`src/rtl/ram_if.sv`:
```
// ram_if: write/read request bus between a RAM driver (master) and the RAM (slave).
interface ram_if #(
  parameter int ADDR_WIDTH = 4,
  parameter int DATA_WIDTH = 8
);
  logic                  wr_enb;
  logic [ADDR_WIDTH-1:0] wr_addr;
  logic [DATA_WIDTH-1:0] wr_data;
  logic                  rd_enb;
  logic [ADDR_WIDTH-1:0] rd_addr;
  logic [DATA_WIDTH-1:0] rd_data;
  logic                  rd_valid;
  logic                  init_done;
  logic                  access_err;
  modport master (
    output wr_enb, wr_addr, wr_data, rd_enb, rd_addr,
    input  rd_data, rd_valid, init_done, access_err
  );
  modport slave (
    input  wr_enb, wr_addr, wr_data, rd_enb, rd_addr,
    output rd_data, rd_valid, init_done, access_err
  );
endinterface

```
`src/rtl/ram_dp_core.sv`:
```
// ram_dp_core: dual-port RAM, zero-fill sweep after reset; RAM_WR_FIRST_EN selects write-first collisions.
module ram_dp_core #(
  parameter int ADDR_WIDTH = 4,
  parameter int DATA_WIDTH = 8
) (
  input logic   clk,
  input logic   rst,
  ram_if.slave  bus
);
  typedef enum logic {CLEAR, READY} state_t;
  state_t                state;
  logic [ADDR_WIDTH-1:0] clr_ptr;
  logic [DATA_WIDTH-1:0] mem [2**ADDR_WIDTH];
  logic [DATA_WIDTH-1:0] rd_data, rd_word, mem_din;
  logic [ADDR_WIDTH-1:0] mem_addr;
  logic                  rd_valid, init_done, access_err, mem_we;
  // the sweep owns the single write port until READY
  always_comb begin
    mem_we   = !rst && (state == CLEAR || bus.wr_enb);
    mem_addr = state == CLEAR ? clr_ptr : bus.wr_addr;
    mem_din  = state == CLEAR ? '0 : bus.wr_data;
  end
`ifdef RAM_WR_FIRST_EN
  assign rd_word = (bus.wr_enb && bus.wr_addr == bus.rd_addr) ? bus.wr_data : mem[bus.rd_addr];
`else
  assign rd_word = mem[bus.rd_addr];
`endif
  always_ff @(posedge clk)
    if (mem_we) mem[mem_addr] <= mem_din;
  always_ff @(posedge clk) begin
    if (rst) begin
      state      <= CLEAR;
      clr_ptr    <= '0;
      rd_data    <= '0;
      rd_valid   <= 1'b0;
      init_done  <= 1'b0;
      access_err <= 1'b0;
    end else if (state == CLEAR) begin
      clr_ptr  <= clr_ptr + 1'b1;
      rd_valid <= 1'b0;
      if (bus.wr_enb || bus.rd_enb) access_err <= 1'b1;
      if (&clr_ptr) begin
        state     <= READY;
        init_done <= 1'b1;
      end
    end else begin
      rd_valid <= bus.rd_enb;
      if (bus.rd_enb) rd_data <= rd_word;
    end
  end
  assign bus.rd_data    = rd_data;
  assign bus.rd_valid   = rd_valid;
  assign bus.init_done  = init_done;
  assign bus.access_err = access_err;
endmodule
```
`src/flat_wrapper.sv`:
```
// flat-port wrapper written by rule: the top's interface ports become plain ports
module ram_dp_core_flat 
#(
  parameter int ADDR_WIDTH = 4,
  parameter int DATA_WIDTH = 8
)
  (clk, rst, bus_wr_enb, bus_wr_addr, bus_wr_data, bus_rd_enb, bus_rd_addr, bus_rd_data, bus_rd_valid, bus_init_done, bus_access_err);
  ram_if #(.ADDR_WIDTH(ADDR_WIDTH), .DATA_WIDTH(DATA_WIDTH)) bus_i ();
  input logic clk;
  input logic rst;
  input wire logic [$bits(bus_i.wr_enb)-1:0] bus_wr_enb;
  input wire logic [$bits(bus_i.wr_addr)-1:0] bus_wr_addr;
  input wire logic [$bits(bus_i.wr_data)-1:0] bus_wr_data;
  input wire logic [$bits(bus_i.rd_enb)-1:0] bus_rd_enb;
  input wire logic [$bits(bus_i.rd_addr)-1:0] bus_rd_addr;
  output wire logic [$bits(bus_i.rd_data)-1:0] bus_rd_data;
  output wire logic [$bits(bus_i.rd_valid)-1:0] bus_rd_valid;
  output wire logic [$bits(bus_i.init_done)-1:0] bus_init_done;
  output wire logic [$bits(bus_i.access_err)-1:0] bus_access_err;
  assign bus_i.wr_enb = bus_wr_enb;
  assign bus_i.wr_addr = bus_wr_addr;
  assign bus_i.wr_data = bus_wr_data;
  assign bus_i.rd_enb = bus_rd_enb;
  assign bus_i.rd_addr = bus_rd_addr;
  assign bus_rd_data = bus_i.rd_data;
  assign bus_rd_valid = bus_i.rd_valid;
  assign bus_init_done = bus_i.init_done;
  assign bus_access_err = bus_i.access_err;
  ram_dp_core #(.ADDR_WIDTH(ADDR_WIDTH), .DATA_WIDTH(DATA_WIDTH)) u_core (.clk(clk), .rst(rst), .bus(bus_i));
endmodule
```
`config.mk`:
```
export PLATFORM = sky130hd
export DESIGN_NAME = ram_dp_core_flat
export DESIGN_NICKNAME = d
export VERILOG_FILES = /design/src/rtl/ram_if.sv /design/src/rtl/ram_dp_core.sv /design/src/flat_wrapper.sv
export SDC_FILE = /design/constraint.sdc
export NUM_CORES = 1
export LEC_CHECK = 0
export CAP_MARGIN = 15
export CORE_MARGIN = 1.5
export CORE_UTILIZATION = 30
export DETAILED_ROUTE_END_ITERATION = 7
export GPL_TIMING_DRIVEN = 0
export SYNTH_ARGS = -nofsm -noshare
export SYNTH_HDL_FRONTEND = slang
export SYNTH_SLANG_ARGS = --single-unit
```
`constraint.sdc`:
```
create_clock -name clk -period 5.18 [get_ports clk]
set_input_delay 0.777 -clock clk [delete_from_list [all_inputs] [get_ports clk]]
set_output_delay 0.777 -clock clk [all_outputs]
set_load 0.05 [all_outputs]
```
Run 1, signal wires on met3:
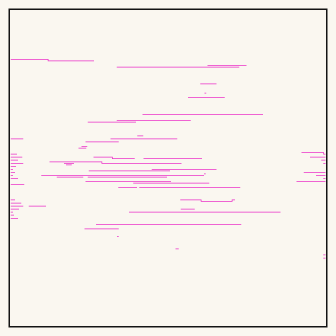
The longest straight run is 72.2 µm. The layer carries 998 µm of wire. 53 nets have wire on it. The wires run mostly horizontal.
routed via count: 2,824
Routed WL: 11,410 µm

Run 1, pin map:
Pins as bars across the die edge, other pins in grey.
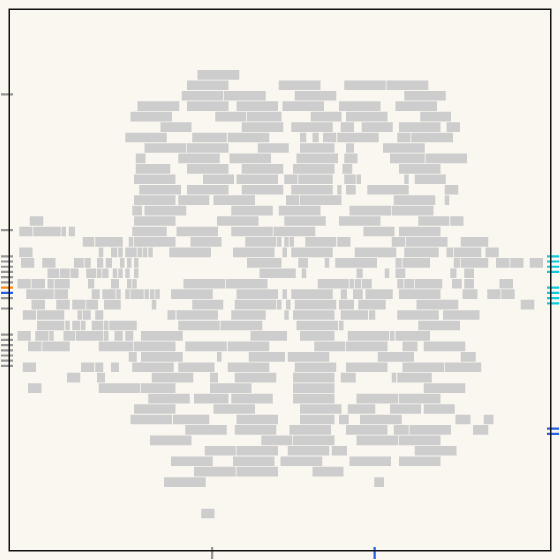
Key: orange = `rst` [pins 1, direction input, edge left]; cyan = `bus_rd_data` [pins 8, direction output, edge right]; blue = `bus_rd_addr` [pins 4, direction input, edge 2 right, 1 left, 1 bottom]
PortBufs: 27
Die Ht: 140.7 µm

Run 1, placement view:
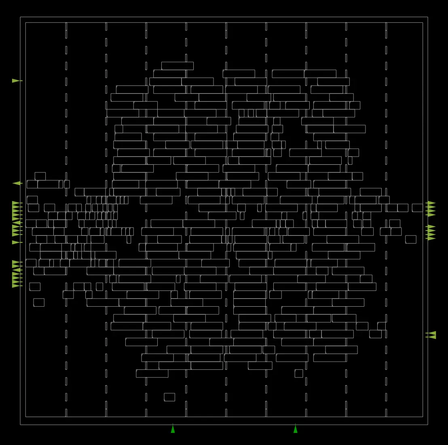
core box area: 18,640 µm²
Util after Layout: 0.3697

Run 1, placement density heat map:
14 x 14 tiles, from white (low) to dark blue (high), 0 to 100% covered.
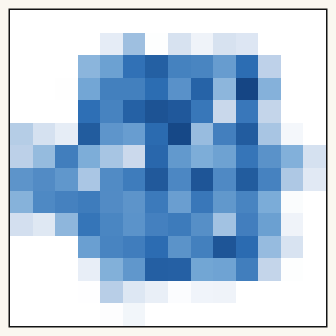
The mean over all tiles is 33%. 36% of the tiles are nearly empty. The densest ninth of the die: centre. 11% of the tiles are over 75% full. The fullest tile reaches 91%.

==> metrics.yaml, run 1 <==
io-pin-count: 31
edf_count: 128
path_buffers: 2
wl_met1_um: 5139
wl_per_cell_um: 19.28
maxPowerGroup: "clock"
period_minus_slack_ns: 2.388
power_density_nw_per_um2: 392.3
hold_depth: 2
clock_skew_ns: 0.005141
first_pass_iters: 4
hold_end: "u_core.bus.access_err"
met3_usage: 0.03261
yosys.area.top_type: "edfxtp_1"
ff_type: "edfxtp_1"
reg_top3: "u_core.mem (128), u_core.bus.rd_data (8), u_core.clr_ptr (4)"
hold_ws_ns: 0.4552
clock_latency_ns: 0.42
drive_above_1_share: 0.1844
top_cell_area_share: 0.6762
highest_layer: "met4"
reg2reg_depth: 6
async_flop_share: 0
ys_area_um2: 5684
buffer_area_frac: 0.05391
comb_area_um2: 1404
p_seq_w: 0.00127
synth.area.top_cells: "edfxtp_1 (68%), mux4_2 (8.7%), dfxtp_1 (5.6%)"
most-common-layout-cells: "edfxtp_1 (128), clkdlybuf4s50_1 (27), nor2_1 (26)"
layout.comb_gates.multi_input: 137
hp-class: "flop to flop"
timing.rr.end: "u_core.mem[13][2]"
comb-power_w: 0.000111
fin_setup_tns_ns: 0
period_used_share: 0.4610
largest_reg_flops: 128
initCoreUtil: 0.3049
postSynthSeqShare: 0.7326
status: "finished clean"
grt_pass1_vias: 2942
syn_nets: 321
worstSetupPathDepth: 5
openroad.warnings: 26
post-dp-hpwl_um: 7508
finalWorstSetupSlack_ns: 2.792
ant_nets: 0
## run 1: cells by family (layout without fill, tap and decap cells)
kind of cell,count (synthesis),after routing,synth area share
AND/OR/NAND/NOR,55,55,0.04666
multiplexers,51,51,0.1629
AND-OR/OR-AND,27,27,0.03060
flip-flops,144,144,0.7326
buffers and inverters,19,77,0.02047
adder cells (fa/ha/maj),1,1,0.002201
XOR/XNOR,3,3,0.004623
## run 1: stage by stage
stage / instances / area [µm²] / total power (W)
CTS: 592 / 6893 / 0.002726
floorplan: 300 / 5684 / 0.001365
detailed placement: 561 / 6247 / 0.001406
global route: 592 / 6893 / 0.002779
finish: 592 / 6893 / 0.002704
global placement: 561 / 6247 / 0.001405
Run 1, clock wires, drivers and flops:
Bar = 50 µm.
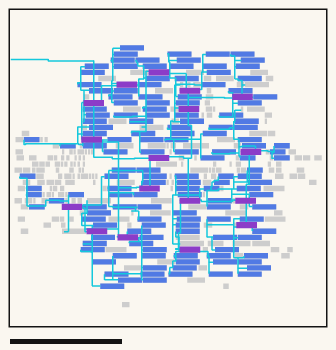

## Run 2: what changed since run 1
- clock period: 5.18 -> 2.2 ns (I/O delays scaled with it)
Run 2, clock wires, drivers and flops:
Bar = 50 µm.
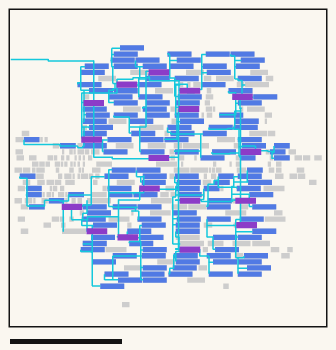
Key: purple = cells driving clock nets [count 17]; blue = flip-flops [count 144]; cyan = clock wires [length 1,520 µm]
There are 18 routed clock nets.
Max Clock Skew: 0.005480 ns
Late-Pin Clk Latency: 0.42 ns
clock group total power: 0.00311 W

Run 2, placement view:
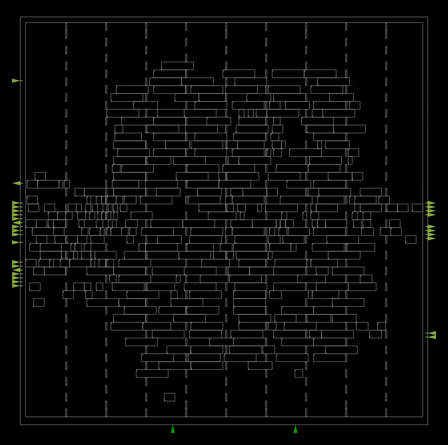
flop share of the area: 0.5916
fillers: 1,732
flop count: 144
Post-Layout Cell Count: 596
Util after Layout: 0.3775

==> run 2 against run 1 <==
Net effect:
- combinational power rose to 2.5 times the previous value
- first-iteration DRC count decreased by 8.8%
- setup slack worse by 2.8 ns
- clock power rose by 140%
- clock skew about the same
- critical path depth grew 1
- sequential power is 140% higher
- utilization rose by 0.78 points
==> metrics.yaml, run 2 <==
edf_count: 128
xor_share: 0.004622
io-pin-count: 31
ys_area_um2: 5684
clockRootBuffer: "clkbuf_16"
syn_nets: 321
grt_pass1_vias: 2952
simple_gate_share: 0.04667
status: "finished clean"
comb_area_um2: 1469
hold_end: "u_core.bus.rd_data[4]"
fin_setup_tns_ns: 0
timing.rr.end: "u_core.mem[13][7]"
ant_nets: 0
power_density_nw_per_um2: 906.4
highest_layer: "met4"
die_h_um: 140.7
layout.comb_gates.multi_input: 137
reg2reg_depth: 6
period_used_share: 0.9846
io_buffers: 27
ff_type: "edfxtp_1"
num_vias: 2842
hold_ws_ns: 0.4385
reg_top3: "u_core.mem (128), u_core.bus.rd_data (8), u_core.clr_ptr (4)"
worstSetupPathDepth: 6
path_buffers: 2
synthAdderAreaFrac: 0.002201
maxPowerGroup: "clock"
synthAoiAreaFrac: 0.03060
period_minus_slack_ns: 2.166
hp-class: "primary input to flop"
top_cell_area_share: 0.6762
hold_depth: 4
postSynthSeqShare: 0.7326
power_w: 0.006380
p_seq_w: 0.00299
synth.area.top_cells: "edfxtp_1 (68%), mux4_2 (8.7%), dfxtp_1 (5.6%)"
openroad.warnings: 28
met3_usage: 0.03091
finalWirelength_um: 11450
largest_reg_flops: 128
wl_per_cell_um: 19.20
comb-power_w: 0.000279
async_flop_share: 0
buffer_area_frac: 0.06418
yosys.area.top_type: "edfxtp_1"
most-common-layout-cells: "edfxtp_1 (128), clkdlybuf4s50_1 (27), mux4_2 (22)"
post-dp-hpwl_um: 7508
-- run 2: cell count changes in the layout (fill, tap and decap cells not counted), sizes merged --
cell / change
buf: +5
clkbuf: -1
-- run 2: timing repair --
item | in CTS | in global routing
pin swaps | 0 | 4
setup buffers | 0 | 4
hold buffers | 0 | 0
resized | 11 | 11
cloned | 0 | 0
endpoints found under the hold margin | 0 | 0
setup endpoints to repair | 114 | 72
-- run 2: through the flow --
| step | setup WS [ns] | cell area (µm²) | instances |
|---|---|---|---|
| 6_report | 0.03391 | 7038 | 596 |
| 5_1_grt | -0.1281 | 7038 | 596 |
| 4_1_cts | -0.1515 | 6920 | 592 |
| 3_5_place_dp | -0.1914 | 6247 | 561 |
| 3_3_place_gp | -0.1838 | 6247 | 561 |
| 2_1_floorplan | 0.3991 | 5684 | 300 |
Run 2, placement density heat map:
14 x 14 tiles, from white (low) to dark blue (high), 0 to 100% covered.
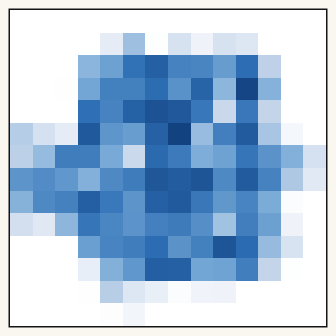

## Run 3: what changed since run 2
- ABC_CLOCK_PERIOD_IN_PS: not set -> 1900
- clock period: 2.2 -> 1.9 ns (I/O delays scaled with it)
Run 3, placement density heat map:
14 x 14 tiles, from white (low) to dark blue (high), 0 to 100% covered.
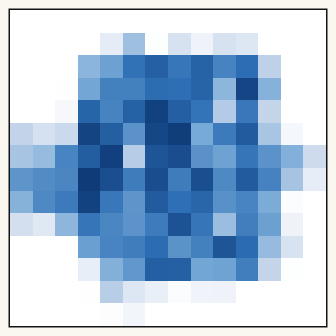
Util after Layout: 0.3975
Starting Density: 0.3049

==> run 3 against run 2 <==
Net effect:
- largest power group unchanged
- cell area rose by 5.3%
- combinational power rose by 33%
- largest cell class unchanged
- critical path type is now flop to output pin
- clock skew barely moved
==> metrics.yaml, run 3 <==
simple_gate_share: 0.04667
reg2reg_depth: 7
status: "finished clean"
die_h_um: 140.7
clockRootBuffer: "clkbuf_16"
hold_end: "u_core.bus.rd_data[4]"
power_density_nw_per_um2: 1006
synthAdderAreaFrac: 0.002201
io_buffers: 27
cts_setup_buffers: 21
ys_area_um2: 5684
worstSetupPathDepth: 1
met3_usage: 0.03363
ant_nets: 0
postSynthSeqShare: 0.7326
finalWorstSetupSlack_ns: 0.04523
top_cell_area_share: 0.6762
final_cells: 616
netlist_logic_family_top: "multiplexers"
timing.rr.end: "u_core.mem[4][5]"
yosys.area.top_type: "edfxtp_1"
hold_ws_ns: 0.3879
fin_setup_tns_ns: 0
reg_top3: "u_core.mem (128), u_core.bus.rd_data (8), u_core.clr_ptr (4)"
hold_depth: 4
final_area_um2: 7411
pre_cts_ws_ns: -0.4543
ff_type: "edfxtp_1"
synthAoiAreaFrac: 0.03060
period_used_share: 0.9762
clock_skew_ns: 0.005350
place_area_um2: 6247
core_um2: 18640
ys_sh_mux: 0.1629
syn_nets: 321
wl_per_cell_um: 19.64
highest_layer: "met4"
most-common-layout-cells: "edfxtp_1 (128), mux4_2 (22), clkdlybuf4s50_1 (20)"
Run 3, clock wires, drivers and flops:
Bar = 50 µm.
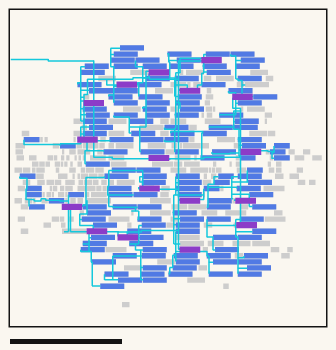
Key: purple = cells driving clock nets [count 17]; cyan = clock wires [length 1,580 µm]; blue = flip-flops [count 144]
There are 18 routed clock nets.

-- run 3: cell counts after synthesis --
Identical to the previous run, type by type.
-- run 3: where the power goes --
group | leakage [nW] | internal, W | switching, W | total (W)
sequential | 1.38 | 0.00344 | 0.0000167 | 0.00346
clock | 0.309 | 0.00243 | 0.00120 | 0.00362
combinational | 0.929 | 0.000182 | 0.000189 | 0.000371
total | 2.62 | 0.00605 | 0.00140 | 0.00746
-- run 3: cell type report --
cell class	instances	area, µm²
repair buffers	51	631.9
inverters	4	15.01
flip-flops and latches	144	4164
well taps	234	292.8
plain buffers	15	105.1
clock buffers	17	425.4
clock inverters	14	220.2
multi-input cells	137	1556
fillers	1685	11230
Power is estimated from default activity; no workload was simulated.
